**Run 1: power grid**

Bar = 20 um. Pins as bars on the die edge.
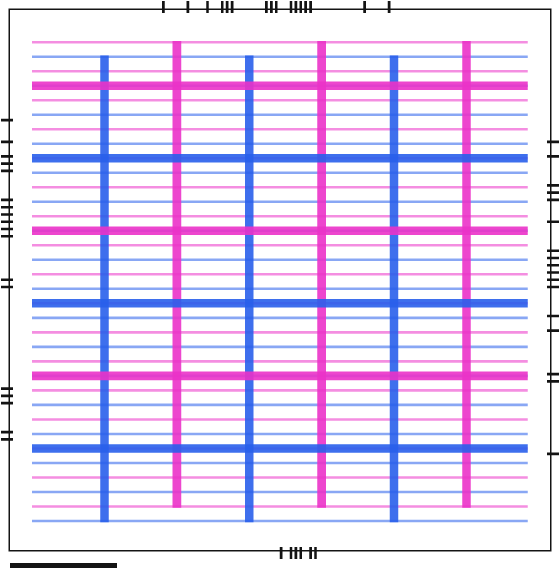
**Run 1: cells colored by class**

Bar = 20 um.
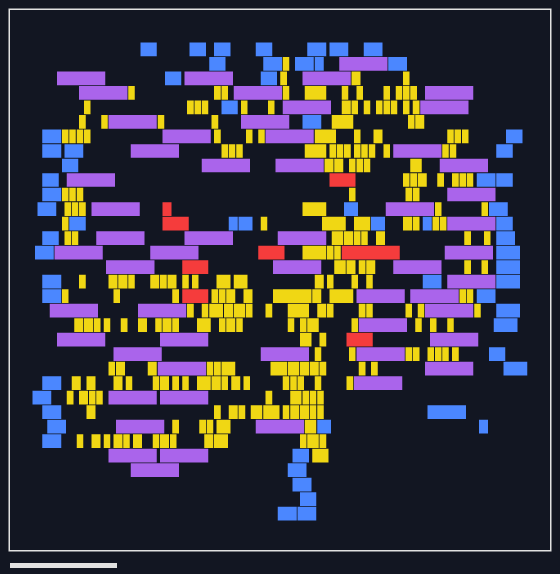
**Run 1: clock network drawn from the DEF**

Bar = 20 um.
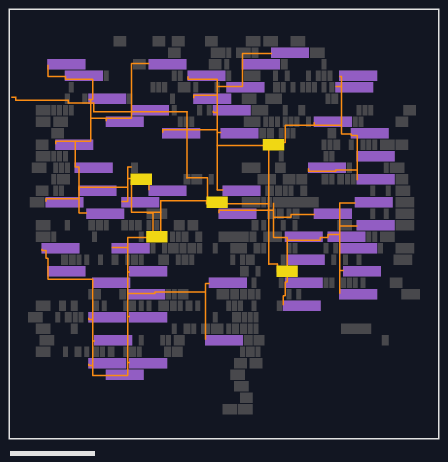
[config.mk]
export PLATFORM = sky130hd
export DESIGN_NAME = dma_page_addr_latch_flat
export DESIGN_NICKNAME = d
export VERILOG_FILES = /design/src/rtl/dma_page_addr_latch_if.sv /design/src/rtl/dma_page_addr_latch.sv /design/src/flat_wrapper.sv
export SDC_FILE = /design/constraint.sdc
export NUM_CORES = 1
export LEC_CHECK = 0
export ABC_AREA = 1
export CORE_MARGIN = 4
export CORE_UTILIZATION = 30
export DETAILED_ROUTE_END_ITERATION = 6
export GPL_TIMING_DRIVEN = 0
export PLACE_DENSITY = 0.62
export SYNTH_ARGS = -nofsm -noshare
export SYNTH_HDL_FRONTEND = slang
export SYNTH_SLANG_ARGS = --single-unit
export TNS_END_PERCENT = 50
[constraint.sdc]
create_clock -name CLK -period 2.1 [get_ports CLK]
set_clock_uncertainty 0.1 [all_clocks]
set_input_delay 0.525 -clock CLK [delete_from_list [all_inputs] [get_ports CLK]]
set_output_delay 0.525 -clock CLK [all_outputs]
set_load 0.05 [all_outputs]
[src/rtl/dma_page_addr_latch_if.sv]
// Bus bundle between the DMA controller/CPU side and the page address latch.
`timescale 1ns/1ps
interface dma_page_addr_latch_if #(
    parameter int unsigned NCH    = 4,
    parameter int unsigned PAGE_W = 4
);
    localparam int unsigned SEL_W  = (NCH > 1) ? $clog2(NCH) : 1;
    localparam int unsigned ADDR_W = 16 + PAGE_W;

    logic [7:0]        DB;
    logic              ADSTB;
    logic              AEN;
    logic [7:0]        A_LO;
    logic [NCH-1:0]    DACK;
    logic              PG_WR;
    logic [SEL_W-1:0]  PG_SEL;
    logic [PAGE_W-1:0] PG_DIN;
    logic              WRAP_CLR;
    logic [ADDR_W-1:0] SYS_ADDR;
    logic              ADDR_VALID;
    logic [SEL_W-1:0]  CH_ACT;
    logic              WRAP_ERR;
    logic              DACK_ERR;

    modport slave (
        input  DB, ADSTB, AEN, A_LO, DACK, PG_WR, PG_SEL, PG_DIN, WRAP_CLR,
        output SYS_ADDR, ADDR_VALID, CH_ACT, WRAP_ERR, DACK_ERR
    );

    modport master (
        output DB, ADSTB, AEN, A_LO, DACK, PG_WR, PG_SEL, PG_DIN, WRAP_CLR,
        input  SYS_ADDR, ADDR_VALID, CH_ACT, WRAP_ERR, DACK_ERR
    );
endinterface

[src/rtl/dma_page_addr_latch.sv]
// Rebuilds the full DMA system address from the strobed high byte, A0-A7 and a
// per-channel page register; flags 64K wrap and DACK protocol errors.
`timescale 1ns/1ps
module dma_page_addr_latch #(
    parameter int unsigned NCH    = 4,
    parameter int unsigned PAGE_W = 4
) (
    input  logic                 CLK,
    input  logic                 RESET,
    dma_page_addr_latch_if.slave bus
);
    localparam int unsigned SEL_W  = (NCH > 1) ? $clog2(NCH) : 1;
    localparam int unsigned ADDR_W = 16 + PAGE_W;

    typedef enum logic [1:0] {IDLE, GRANT, XFER} state_t;

    state_t                  state_q, state_d;
    logic [PAGE_W-1:0]       page_q [NCH];
    logic [PAGE_W-1:0]       page_d [NCH];
    logic [PAGE_W-1:0]       page_snap_q, page_snap_d;
    logic [7:0]              hi_latch_q, hi_latch_d;
    logic [ADDR_W-1:0]       sys_addr_q, sys_addr_d;
    logic                    addr_valid_q, addr_valid_d;
    logic [SEL_W-1:0]        ch_act_q, ch_act_d;
    logic                    wrap_err_q, wrap_err_d;
    logic                    dack_err_q, dack_err_d;

    logic                    dack_onehot;
    logic [SEL_W-1:0]        dack_idx;
    logic [NCH-1:0]          ch_mask;
    logic [7:0]              hi_next;
    logic                    wrap_set;
    logic                    dack_set;

    // DACK decode: one-hot test and index of the set bit
    always_comb begin
        dack_onehot = (bus.DACK != '0) && ((bus.DACK & (bus.DACK - NCH'(1))) == '0);
        dack_idx    = '0;
        for (int i = 0; i < NCH; i++) begin
            if (bus.DACK[i]) dack_idx = SEL_W'(i);
        end
        ch_mask = NCH'(1) << ch_act_q;
        hi_next = bus.ADSTB ? bus.DB : hi_latch_q;
    end

    // State register
    always_ff @(posedge CLK or negedge RESET) begin
        if (!RESET) state_q <= IDLE;
        else        state_q <= state_d;
    end

    // Next-state logic
    always_comb begin
        state_d = state_q;
        case (state_q)
            IDLE:    if (bus.AEN) state_d = GRANT;
            GRANT:   if (!bus.AEN) state_d = IDLE;
                     else if (bus.ADSTB) state_d = XFER;
            XFER:    if (!bus.AEN) state_d = IDLE;
            default: state_d = IDLE;
        endcase
    end

    // Datapath and flag next values
    always_comb begin
        page_d       = page_q;
        page_snap_d  = page_snap_q;
        hi_latch_d   = bus.ADSTB ? bus.DB : hi_latch_q;
        sys_addr_d   = sys_addr_q;
        addr_valid_d = 1'b0;
        ch_act_d     = ch_act_q;
        wrap_set     = 1'b0;
        dack_set     = 1'b0;

        if (bus.PG_WR) page_d[bus.PG_SEL] = bus.PG_DIN;

        case (state_q)
            IDLE: begin
                if (bus.AEN) begin
                    if (dack_onehot) begin
                        ch_act_d    = dack_idx;
                        page_snap_d = page_q[dack_idx];
                    end else begin
                        dack_set    = 1'b1;
                        page_snap_d = '0;
                    end
                end
            end
            GRANT: begin
                if (bus.AEN) begin
                    dack_set = !dack_onehot || (bus.DACK != ch_mask);
                    if (bus.ADSTB) begin
                        sys_addr_d   = {page_snap_q, hi_next, bus.A_LO};
                        addr_valid_d = 1'b1;
                    end
                end
            end
            XFER: begin
                wrap_set = bus.ADSTB &&
                           (((hi_latch_q == 8'hFF) && (bus.DB == 8'h00)) ||
                            ((hi_latch_q == 8'h00) && (bus.DB == 8'hFF)));
                if (bus.AEN) begin
                    dack_set     = !dack_onehot || (bus.DACK != ch_mask);
                    sys_addr_d   = {page_snap_q, hi_next, bus.A_LO};
                    addr_valid_d = 1'b1;
                end
            end
            default: ;
        endcase

        // Set beats clear on the sticky flags
        wrap_err_d = wrap_set ? 1'b1 : (bus.WRAP_CLR ? 1'b0 : wrap_err_q);
        dack_err_d = dack_set ? 1'b1 : (bus.WRAP_CLR ? 1'b0 : dack_err_q);
    end

    always_ff @(posedge CLK or negedge RESET) begin
        if (!RESET) begin
            for (int i = 0; i < NCH; i++) page_q[i] <= '0;
            page_snap_q  <= '0;
            hi_latch_q   <= '0;
            sys_addr_q   <= '0;
            addr_valid_q <= 1'b0;
            ch_act_q     <= '0;
            wrap_err_q   <= 1'b0;
            dack_err_q   <= 1'b0;
        end else begin
            for (int i = 0; i < NCH; i++) page_q[i] <= page_d[i];
            page_snap_q  <= page_snap_d;
            hi_latch_q   <= hi_latch_d;
            sys_addr_q   <= sys_addr_d;
            addr_valid_q <= addr_valid_d;
            ch_act_q     <= ch_act_d;
            wrap_err_q   <= wrap_err_d;
            dack_err_q   <= dack_err_d;
        end
    end

    assign bus.SYS_ADDR   = sys_addr_q;
    assign bus.ADDR_VALID = addr_valid_q;
    assign bus.CH_ACT     = ch_act_q;
    assign bus.WRAP_ERR   = wrap_err_q;
    assign bus.DACK_ERR   = dack_err_q;
endmodule

[src/flat_wrapper.sv]
// flat-port wrapper written by rule: the top's interface ports become plain ports
module dma_page_addr_latch_flat 
#(
    parameter int unsigned NCH    = 4,
    parameter int unsigned PAGE_W = 4
)
  (CLK, RESET, bus_DB, bus_ADSTB, bus_AEN, bus_A_LO, bus_DACK, bus_PG_WR, bus_PG_SEL, bus_PG_DIN, bus_WRAP_CLR, bus_SYS_ADDR, bus_ADDR_VALID, bus_CH_ACT, bus_WRAP_ERR, bus_DACK_ERR);
  dma_page_addr_latch_if #(.NCH(NCH), .PAGE_W(PAGE_W)) bus_i ();
  input  logic CLK;
  input  logic RESET;
  input wire logic [$bits(bus_i.DB)-1:0] bus_DB;
  input wire logic [$bits(bus_i.ADSTB)-1:0] bus_ADSTB;
  input wire logic [$bits(bus_i.AEN)-1:0] bus_AEN;
  input wire logic [$bits(bus_i.A_LO)-1:0] bus_A_LO;
  input wire logic [$bits(bus_i.DACK)-1:0] bus_DACK;
  input wire logic [$bits(bus_i.PG_WR)-1:0] bus_PG_WR;
  input wire logic [$bits(bus_i.PG_SEL)-1:0] bus_PG_SEL;
  input wire logic [$bits(bus_i.PG_DIN)-1:0] bus_PG_DIN;
  input wire logic [$bits(bus_i.WRAP_CLR)-1:0] bus_WRAP_CLR;
  output wire logic [$bits(bus_i.SYS_ADDR)-1:0] bus_SYS_ADDR;
  output wire logic [$bits(bus_i.ADDR_VALID)-1:0] bus_ADDR_VALID;
  output wire logic [$bits(bus_i.CH_ACT)-1:0] bus_CH_ACT;
  output wire logic [$bits(bus_i.WRAP_ERR)-1:0] bus_WRAP_ERR;
  output wire logic [$bits(bus_i.DACK_ERR)-1:0] bus_DACK_ERR;
  assign bus_i.DB = bus_DB;
  assign bus_i.ADSTB = bus_ADSTB;
  assign bus_i.AEN = bus_AEN;
  assign bus_i.A_LO = bus_A_LO;
  assign bus_i.DACK = bus_DACK;
  assign bus_i.PG_WR = bus_PG_WR;
  assign bus_i.PG_SEL = bus_PG_SEL;
  assign bus_i.PG_DIN = bus_PG_DIN;
  assign bus_i.WRAP_CLR = bus_WRAP_CLR;
  assign bus_SYS_ADDR = bus_i.SYS_ADDR;
  assign bus_ADDR_VALID = bus_i.ADDR_VALID;
  assign bus_CH_ACT = bus_i.CH_ACT;
  assign bus_WRAP_ERR = bus_i.WRAP_ERR;
  assign bus_DACK_ERR = bus_i.DACK_ERR;
  dma_page_addr_latch #(.NCH(NCH), .PAGE_W(PAGE_W)) u_core (.CLK(CLK), .RESET(RESET), .bus(bus_i));
endmodule
==> out/results.ini, run 1 <==
[logic_synthesis]
largest_area_cell=dfrtp_1
yosys.area_share.aoi_pct=6.24
ys_sh_simple_pct=30.7
logic_family=simple AND/OR/NAND/NOR gates
top_area_share_pct=52.8
synth_cells=318
adder_share_pct=1.92
area_leaders=dfrtp_1, nand2_1, nand3_1
ys_area_mm2=0.00261
synth_flop_count=55
async_flop_share_pct=100
synthMuxAreaShare_pct=1.73
yosysWarnings=0
netlist_area_mm2=0.00261
xor_share_pct=0
synth_cell_types=21
synth_stat.cells=318
synthFlopType=dfrtp_1
fp_nets=354

[grt]
grt_max_degree=40
grt_pass1_wl_um=9880
grt_usage_pct=11.9
grt_pass1_vias=2142

[flow_run]
max_cap_viol_count=0
log.warning_count=29

[cts]
cts.sinks=55
cts.clk_slew.worst_paths_ns=0.10
cts_tree=yes
clk_latency_ns=0.31
cts_max_path_buffers=2
cts_buffers=5
cts_setup_buffers=0
hold_buffers=0

[sta]
rsz0062_at_grt=false
worst_pin_slew_ns=0.504
hold_viol_final=0
relSlewSlack_pct=66.3
slew_violations=0
period_used_pct=89.5
setup_viol=0
fmax_mhz=532
min_period_ns=1.88

[floorplanning]
io_pins=57
die-area_mm2=0.0102
rows=33
die.size.y_um=101
coreArea_mm2=0.00834
floorplan.core_util_pct=31.3

[setup_path]
slowest_delay_ns=0.54
rr_worst_depth=8
cp_top_family=buffers and inverters
cp-start-kind=register
critical_path.max_fanout=4
crit_chain=dlygate4sd2_1
end_kind=output port
crit_end=bus_CH_ACT[1]
required_ns=1.47
critPathLaunch=u_core.bus.CH_ACT[1]$_DFFE_PN0P_
rr_endpoint=u_core.bus.SYS_ADDR[8]$_DFFE_PN0P_
path_class=reg -> out
worst-path-stages=1
worst-path-buf-inv=1

[final_layout]
n_fill_cell=853
seq_area_mm2=0.00138
postLayoutCoreUtil_pct=40.9
syn_to_final_growth_pct=30.9
nNetsFinal=417
layout.cells.non_filler=487
drive_gt1_share_pct=10.5

[routing]
routed_wl_um=5620
wl_per_cell_um=11.5
drt_iter0_markers=68
drc_errors=0
postRouteAntennaNets=0
via_per_inst=4.38

[placement]
io_buffer_count=55
place_inst=479
gp_congestion=0.747
hpwl_um=4270

[power_and_ir_drop]
power.net_switching_uw=1740
leakage_uw=0.00186
internal_power_uw=2260
pwr-share-comb_pct=43.9
switching_share_pct=43.4
clockPowerShare_pct=18.2
power_frac_seq_pct=37.9
peakVddDrop_mv=0.471
p_total_uw=4000
power.density_mw_per_mm2=1170

[hold_path]
hp-class=in -> async

[run_status]
outcome=completed

## Picture notes: 'power grid'
[VDD] magenta
[VSS] blue
met1 rails: 34
met5 straps: 6

## Picture notes: 'cells colored by class'
[combinational and other logic] yellow | cells: 256 | share of their area: 36%
[clock drivers and dummy loads] red | cells: 8 | share of their area: 3.6%
[sequential cells] purple | cells: 55 | share of their area: 42%
[remaining buffers and delay cells] blue | cells: 63 | share of their area: 18%

## Picture notes: 'clock network drawn from the DEF'
[clock wires] orange | length: 671 um
[clock drivers] yellow | count: 5
[flip-flops] purple | count: 55
routed clock nets: 6

[run 1: what timing repair did]
item / 4_1_cts / 5_1_grt
resized: 19 / 6
endpoints found under the hold margin: 0 / 0
endpoints found under the setup margin: 19 / 6
[run 1: power groups by stage]
stage          logic, uW  clock network (uW)  registers, uW
6_report            1760                 727           1520
2_1_floorplan        543                   0           2240
4_1_cts             1790                 755           1520
3_5_place_dp        1890                   0           1550
5_1_grt             1910                 795           1560
3_3_place_gp        1870                   0           1540
[run 1: worst register-to-register path, delay by kind of cell, from the launching register on]
kind | cells | cell delay (ns)
buf+inv | 3 | 0.37
simple gates | 3 | 0.23
flops | 1 | 0.41
compound gates | 1 | 0.19
fa+ha+maj | 1 | 0.20
[run 1: flip-flops by register name (all words and copies together) (netlist names)]
| name | cells |
|---|---|
| u_core.bus.ADDR_VALID | 1 |
| u_core.bus.CH_ACT | 2 |
| u_core.bus.DACK_ERR | 1 |
| u_core.bus.SYS_ADDR | 20 |
| u_core.bus.WRAP_ERR | 1 |
| u_core.hi_latch_q | 8 |
| u_core.page_q | 16 |
| u_core.page_snap_q | 4 |
| u_core.state_q | 2 |
[run 1: stage by stage]
step / setup TNS (ns) / cell area (um^2) / setup WS, ns / hold slack [ns]
2_1_floorplan: 0 / 2610 / 0.692 / 0.129
3_3_place_gp: -71.48 / 3290 / -1.30 / 0.353
3_5_place_dp: 0 / 3300 / 0.0734 / 0.359
4_1_cts: 0 / 3400 / 0.00350 / 0.0370
5_1_grt: 0 / 3410 / 0.154 / 0.0562
6_report: 0 / 3410 / 0.221 / 0.0389
[run 1: cell usage in the layout, fill, tap and decap left out]
cell / instances
clkinv_2: 1
nand2_2: 7
nor2_8: 1
inv_2: 5
o22ai_1: 2
nor2_2: 1
nand2_4: 1
nor2_1: 18
inv_1: 29
buf_12: 1
clkdlybuf4s50_1: 29
dlymetal6s2s_1: 6
nand3_1: 24
o21ai_2: 4
o21ai_1: 3
buf_2: 4
bufinv_16: 1
buf_4: 4
nand2_1: 124
dlygate4sd2_1: 19
mux2_2: 4
nand4_1: 1
o21ai_0: 16
clkbuf_8: 6
nand3b_1: 8
ha_1: 4
dfrtp_1: 55
a21oi_1: 4
[run 1: layout make-up]
class                      count  area share [%]
buffer                         7            1.32
clock buffer                   6            2.42
clock inverter                 2            1.03
inverter                      34            3.74
multi-input combinational    222            31.0
sequential                    55            40.3
tap                          105            3.85
timing repair buffer          56            16.3
[run 1: synth_stat cells (2+ instances only)]
| master | instances |
|---|---|
| a21oi_1 | 4 |
| nand2_1 | 124 |
| nand3_1 | 24 |
| mux2_2 | 4 |
| dfrtp_1 | 55 |
| buf_4 | 4 |
| nand3b_1 | 8 |
| o21ai_1 | 3 |
| nor2_1 | 18 |
| o22ai_1 | 2 |
| nand2_2 | 7 |
| buf_2 | 3 |
| inv_2 | 5 |
| o21ai_2 | 4 |
| inv_1 | 29 |
| o21ai_0 | 16 |
| ha_1 | 4 |
[run 1: routing by layer]
layer	routed length [um]	track usage, %
met1	2700	16.4
met2	2580	18.9
met3	291	2.55
met4	45	3.48
met5	0	0
**Run 1: wiring by layer**

Only two layers are drawn.
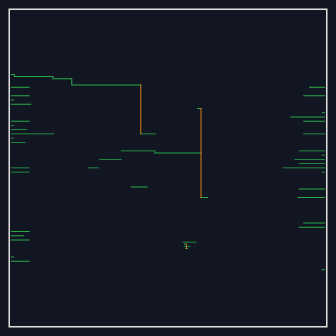

## Run 2: what changed since run 1
--- a/config.mk
+++ b/config.mk
@@ -7,10 +7,10 @@
 export LEC_CHECK = 0
 export ABC_AREA = 1
 export CORE_MARGIN = 4
-export CORE_UTILIZATION = 30
+export CORE_UTILIZATION = 40
 export DETAILED_ROUTE_END_ITERATION = 6
 export GPL_TIMING_DRIVEN = 0
-export PLACE_DENSITY = 0.62
+export PLACE_DENSITY = 0.76
 export SYNTH_ARGS = -nofsm -noshare
 export SYNTH_HDL_FRONTEND = slang
 export SYNTH_SLANG_ARGS = --single-unit
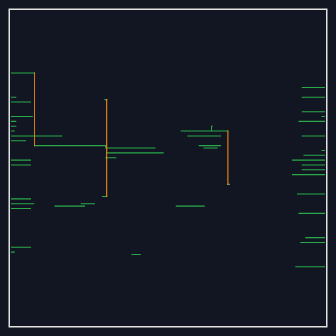
**Above:** run 2 (wiring by layer).
Only two layers are drawn.
[metal 3] green | wire length: 288 um
[metal 4] orange | wire length: 62.6 um

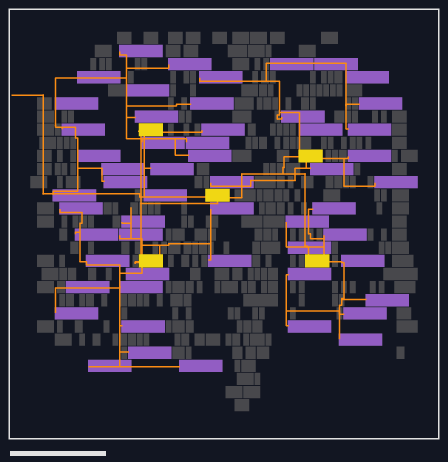
**Above:** run 2 (clock network drawn from the DEF).
Bar = 20 um.
[clock drivers] yellow | count: 5
[clock wires] orange | length: 656 um
[flip-flops] purple | count: 55
routed clock nets: 6

==> out/results.ini, run 2 <==
[setup_path]
worst-path-buf-inv=1
critical_path.max_fanout=1
required_ns=1.47
crit_chain=clkdlybuf4s50_1
cp_top_family=buffers and inverters
path_class=reg -> out
cp-start-kind=register

[final_layout]
final_cell_mix=nand2_1, dfrtp_1, clkdlybuf4s50_1, inv_1, nand3_1
syn_to_final_growth_pct=28.2
drive_gt1_share_pct=10.5
mostFrequentLayoutCell=nand2_1
largest_register_ffs=20
final_area_mm2=0.00334
postLayoutCoreUtil_pct=52.6
layout.cells.non_filler=459

[grt]
grt_max_degree=40
grt_pass1_wl_um=8950
grt_usage_pct=14.5
grt_pass1_vias=2067

[cts]
cts.sinks=55
cts_tree=yes
hold_buffers=0
cts_buffers=5
cts_max_path_buffers=2
clk_latency_ns=0.32
cts.clk_slew.worst_paths_ns=0.10

[logic_synthesis]
synth_cells=318
fp_nets=354
syn_area_per_cell_um2=8.20
synth_flop_count=55
synthFlopType=dfrtp_1
largest_area_cell=dfrtp_1
ys_area_mm2=0.00261
netlist_area_mm2=0.00261
synthTopCellsByCount=nand2_1, dfrtp_1, inv_1
area_leaders=dfrtp_1, nand2_1, nand3_1
synth_stat.cells=318
yosysWarnings=0
async_flop_share_pct=100
top_area_share_pct=52.8
synth_cell_types=21
synth.most_common_cell=nand2_1

[power_and_ir_drop]
leakage_uw=0.00181
power.density_mw_per_mm2=1160
power_frac_seq_pct=39.3
pwr-share-comb_pct=45.0
peakVddDrop_mv=0.697
internal_power_uw=2110
power.net_switching_uw=1750
switching_share_pct=45.4
clockPowerShare_pct=15.6

[hold_path]
hp-class=in -> async

[sta]
relSlewSlack_pct=66.7
hold_viol_final=0
setup_viol=0
setup-tns-final_ns=0
fmax_mhz=487
slew_violations=0
rsz0062_at_grt=false
worst_pin_slew_ns=0.498
period_used_pct=97.8
min_period_ns=2.05

[floorplanning]
rows=29
die-area_mm2=0.00787
die.size.y_um=88.7
coreArea_mm2=0.00635
io_pins=57
floorplan.core_util_pct=41.1

[routing]
via_per_inst=4.72
drt_iter0_markers=68
routed_wl_um=5360
postRouteAntennaNets=0
vias=2165
wl_per_cell_um=11.7
drc_errors=0

[placement]
place_area_mm2=0.00327
gp_congestion=0.776
hpwl_um=4140
place_inst=451

[flow_run]
max_cap_viol_count=0

[run_status]
outcome=completed

==> run 2: cell types whose count changed in the layout (fill, tap and decap cells not counted), sizes merged <==
cell	previous run	this run
inv	34	35
clkdlybuf4s50	29	30
clkinv	1	2
clkbuf	6	5
dlymetal6s2s	6	3
bufinv	1	0
dlygate4sd2	19	21
==> run 2: cell type report <==
class,instances,area (um^2)
fillers,605,3010
flip-flops and latches,55,1380
clock buffers,5,68.8
repair buffers,56,547
well taps,77,96.3
clock inverters,3,22.5
inverters,34,128
plain buffers,7,45.0
multi-input cells,222,1060
==> run 2: stage by stage <==
stage / setup WS, ns / total power, uW / hold slack, ns
3_3_place_gp: -1.23 / 3390 / 0.352
6_report: 0.0470 / 3860 / 0.0184
2_1_floorplan: 0.692 / 2780 / 0.129
4_1_cts: 0.00139 / 3900 / 0.0335
5_1_grt: 0.00371 / 4120 / 0.0519
3_5_place_dp: 0.0800 / 3430 / 0.360
==> run 2: path summary, 6_finish.rpt <==
| check | startpoint | to | depth (start not counted) |
|---|---|---|---|
| min in group CLK | u_core.bus.SYS_ADDR[13]$_DFFE_PN0P_ | u_core.bus.SYS_ADDR[13]$_DFFE_PN0P_ | 2 |
| setup reg to reg | u_core.state_q[0]$_DFFE_PN0P_ | u_core.bus.SYS_ADDR[18]$_DFFE_PN0P_ | 8 |
| setup / recovery | u_core.bus.ADDR_VALID$_DFF_PN0_ | bus_ADDR_VALID | 1 |
| hold / removal | RESET | u_core.bus.SYS_ADDR[13]$_DFFE_PN0P_ | 1 |
| max in group asynchronous | RESET | u_core.page_q[7]$_DFFE_PN0P_ | 2 |
| hold reg to reg | u_core.bus.SYS_ADDR[13]$_DFFE_PN0P_ | u_core.bus.SYS_ADDR[13]$_DFFE_PN0P_ | 2 |
==> run 2: power groups by stage <==
| stage | Combinational, uW | Sequential [uW] | Clock (uW) |
|---|---|---|---|
| after floorplan | 543 | 2240 | 0 |
| after global routing | 1900 | 1560 | 658 |
| after detailed placement | 1880 | 1550 | 0 |
| after global placement | 1850 | 1540 | 0 |
| final | 1740 | 1520 | 603 |
| after CTS | 1760 | 1530 | 618 |
==> run 2: cell families after synthesis <==
| group | after synthesis | share of synthesized area [%] |
|---|---|---|
| buf+inv | 41 | 6.62 |
| flops | 55 | 52.8 |
| mux | 4 | 1.73 |
| compound gates | 29 | 6.24 |
| simple gates | 185 | 30.7 |
| fa+ha+maj | 4 | 1.92 |
==> run 2: routing by layer <==
metal  up-vias  GRT usage [%]  wire length (um)  part of all wire, %
met5         -              0                 0                    0
met4         0           4.12                62                  1.2
met3         7           2.98               287                  5.4
met2        55           25.0              2560                   48
met1       984           18.3              2450                   46
li1       1119              -                 -                    -
==> run 2: repair_timing <==
action,4_1_cts,5_1_grt
setup endpoints to repair,21,3
cloned,0,0
gates resized,21,3
buffers inserted,0,0
**Run 2: cells colored by class**

Bar = 20 um.
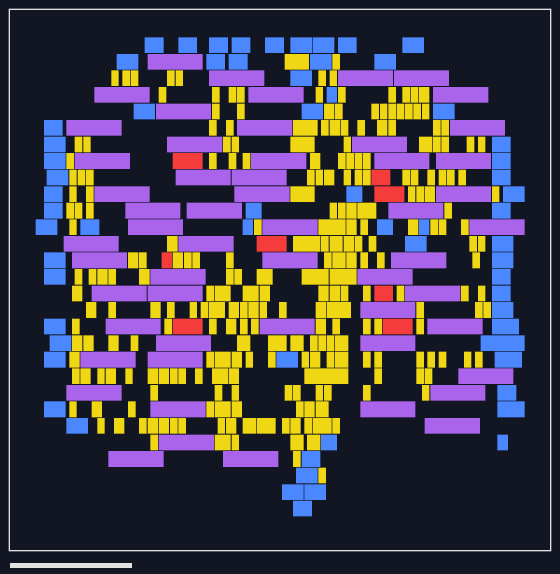

## Run 3: what changed since run 2
--- a/config.mk
+++ b/config.mk
@@ -6,6 +6,7 @@
 export NUM_CORES = 1
 export LEC_CHECK = 0
 export ABC_AREA = 1
+export CORE_ASPECT_RATIO = 0.8
 export CORE_MARGIN = 4
 export CORE_UTILIZATION = 40
 export DETAILED_ROUTE_END_ITERATION = 6
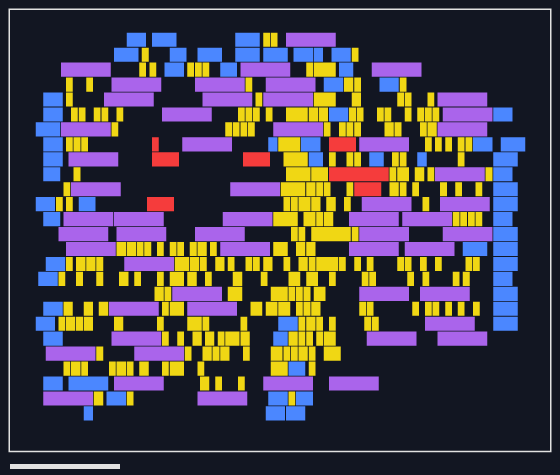
**Above:** run 3 (cells colored by class).
Bar = 20 um.
[remaining buffers and delay cells] blue | cells: 63 | share of their area: 20%
[combinational and other logic] yellow | cells: 256 | share of their area: 36%
[sequential cells] purple | cells: 55 | share of their area: 42%
[clock drivers and dummy loads] red | cells: 7 | share of their area: 3.1%

==> out/results.ini, run 3 <==
[run_status]
outcome=completed

[sta]
period_used_pct=89.4
setup_ws_ns=0.223
setup-tns-final_ns=0
hold_viol_final=0
setup_viol=0
rsz0062_at_grt=false
min_period_ns=1.88
slew_violations=0
fmax_mhz=533
relSlewSlack_pct=65.9
worst_pin_slew_ns=0.511
whs_ns=0.0308

[grt]
overflow=0
grt_max_degree=41
antenna_found_initial=0
grt_usage_pct=14.7
grt_pass1_wl_um=9510
grt_pass1_vias=2174

[final_layout]
largest_register_ffs=20
mostFrequentLayoutCell=nand2_1
syn_to_final_growth_pct=31.0
nNetsFinal=417
n_fill_cell=614
seq_area_mm2=0.00138
logic_area_mm2=0.00106
drive_gt1_share_pct=9.97
final_area_mm2=0.00342
final_cell_mix=nand2_1, dfrtp_1, inv_1, clkdlybuf4s50_1, nand3_1
antenna_cells=0

[setup_path]
rr_worst_depth=8
rr_endpoint=u_core.bus.SYS_ADDR[8]$_DFFE_PN0P_
crit_chain=dlygate4sd2_1
crit_end=bus_CH_ACT[1]
slowest_delay_ns=0.55
required_ns=1.47
cp-start-kind=register
end_kind=output port
worstPathArrival_ns=1.25
cp_top_family=buffers and inverters
critPathLaunch=u_core.bus.CH_ACT[1]$_DFFE_PN0P_
worst-path-stages=1
slowest_stage=dlygate4sd2_1
rr_startpoint=u_core.state_q[0]$_DFFE_PN0P_
path_class=reg -> out
worst-path-buf-inv=1
critical_path.max_fanout=4
reg2reg_slack_ns=0.48

[routing]
wl_per_cell_um=11.7
vias=2187
drc_errors=0
drt_iter0_markers=93
postRouteAntennaNets=0
via_per_inst=4.70
routed_wl_um=5440
detail_route.first_pass.iterations=4

[logic_synthesis]
edf_count=0
synthFlopType=dfrtp_1
yosysWarnings=0
synth.most_common_cell=nand2_1
largest_area_cell=dfrtp_1
synth_flop_count=55
top_area_share_pct=52.8
synth_cells=318
synthTopCellsByCount=nand2_1, dfrtp_1, inv_1
fp_nets=354
synth_stat.cells=318
synth_cell_types=21
async_flop_share_pct=100
area_leaders=dfrtp_1, nand2_1, nand3_1
syn_area_per_cell_um2=8.20
netlist_area_mm2=0.00261
ys_area_mm2=0.00261
postSynthSeqShare_pct=52.8

[placement]
hpwl_um=4190
gp_congestion=0.812
io_buffer_count=55
place_ws_ns=0.0659
place_area_mm2=0.00328

[floorplanning]
floorplan.core_util_pct=41.1
rows=26
die_w_um=98.3
die.size.y_um=80.2
io_pins=57
coreArea_mm2=0.00634
die-area_mm2=0.00788

[cts]
clk_latency_ns=0.29
cts_max_path_buffers=2
cts_buffers=5
hold_buffers=0
root_buffer=clkbuf_8
cts.clk_slew.worst_paths_ns=0.09
cts_tree=yes
cts.sinks=55
cts-htree-levels=2

[flow_run]
max_cap_viol_count=0
log.warning_count=29

[power_and_ir_drop]
peakVddDrop_mv=0.558
p_total_uw=4010
leakage_uw=0.00198
power.density_mw_per_mm2=1170

[hold_path]
hp-class=in -> async

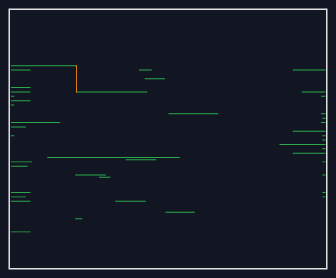
**Above:** run 3 (wiring by layer).
Only two layers are drawn.
[metal 4] orange | wire length: 8.20 um
[metal 3] green | wire length: 286 um

[run 3: how the worst min path moves through the flow]
| stage | from | endpoint | slack [ns] | cells past startpoint |
|---|---|---|---|---|
| 6_report | RESET | u_core.page_q[1]$_DFFE_PN0P_ | 0.03 | 1 |
| 5_1_grt | RESET | u_core.page_q[1]$_DFFE_PN0P_ | 0.05 | 1 |
| 4_1_cts | RESET | u_core.page_q[1]$_DFFE_PN0P_ | 0.03 | 1 |
| 3_5_place_dp | u_core.bus.SYS_ADDR[6]$_DFFE_PN0P_ | u_core.bus.SYS_ADDR[6]$_DFFE_PN0P_ | 0.36 | 2 |
| 3_3_place_gp | u_core.bus.SYS_ADDR[7]$_DFFE_PN0P_ | u_core.bus.SYS_ADDR[7]$_DFFE_PN0P_ | 0.35 | 2 |
| 2_1_floorplan | RESET | u_core.bus.ADDR_VALID$_DFF_PN0_ | 0.13 | 0 |
[run 3: what timing repair did]
| action | CTS | global route |
|---|---|---|
| resized | 7 | 18 |
| buffers inserted | 0 | 0 |
| endpoints found under the setup margin | 7 | 18 |
| gates cloned | 0 | 0 |
[run 3: logic make-up (layout without fill, tap and decap cells)]
| family | after synthesis | in the layout | share of synthesized area [%] |
|---|---|---|---|
| DFF | 55 | 55 | 52.8 |
| AOI/OAI and AO/OA | 29 | 29 | 6.24 |
| buffers and inverters | 41 | 104 | 6.62 |
| muxes | 4 | 4 | 1.73 |
| and+or+nand+nor | 185 | 185 | 30.7 |
| adders and majority gates | 4 | 4 | 1.92 |
[run 3: layout make-up]
type,instances,share of cell area [%]
Clock inverter,1,0.879
Tap cell,84,3.08
Inverter,34,3.73
Multi-Input combinational cell,222,31.0
Sequential cell,55,40.3
Clock buffer,6,2.12
Buffer,7,1.32
Timing Repair Buffer,56,17.6
[run 3: through the flow]
| step | instances | utilization (%) |
|---|---|---|
| finish | 465 | 53.9 |
| CTS | 465 | 53.2 |
| detailed placement | 458 | 51.7 |
| floorplan | 318 | - |
| global placement | 457 | 51.4 |
| global route | 465 | 53.9 |
[run 3: report_power, final]
part | switching, uW | leakage, uW | total [uW] | internal [uW]
Clock | 317 | 0.0000513 | 667 | 350
Combinational | 1240 | 0.00123 | 1830 | 588
Sequential | 157 | 0.000692 | 1510 | 1350
[run 3: layer usage]
metal	GRT usage, %	share of wire (%)
met1	19.2	49
met2	24.9	46
met3	4.17	5.3
met4	2.46	0.15
met5	0	0
Power figures rest on the tool's default switching activity, not on a simulated workload.
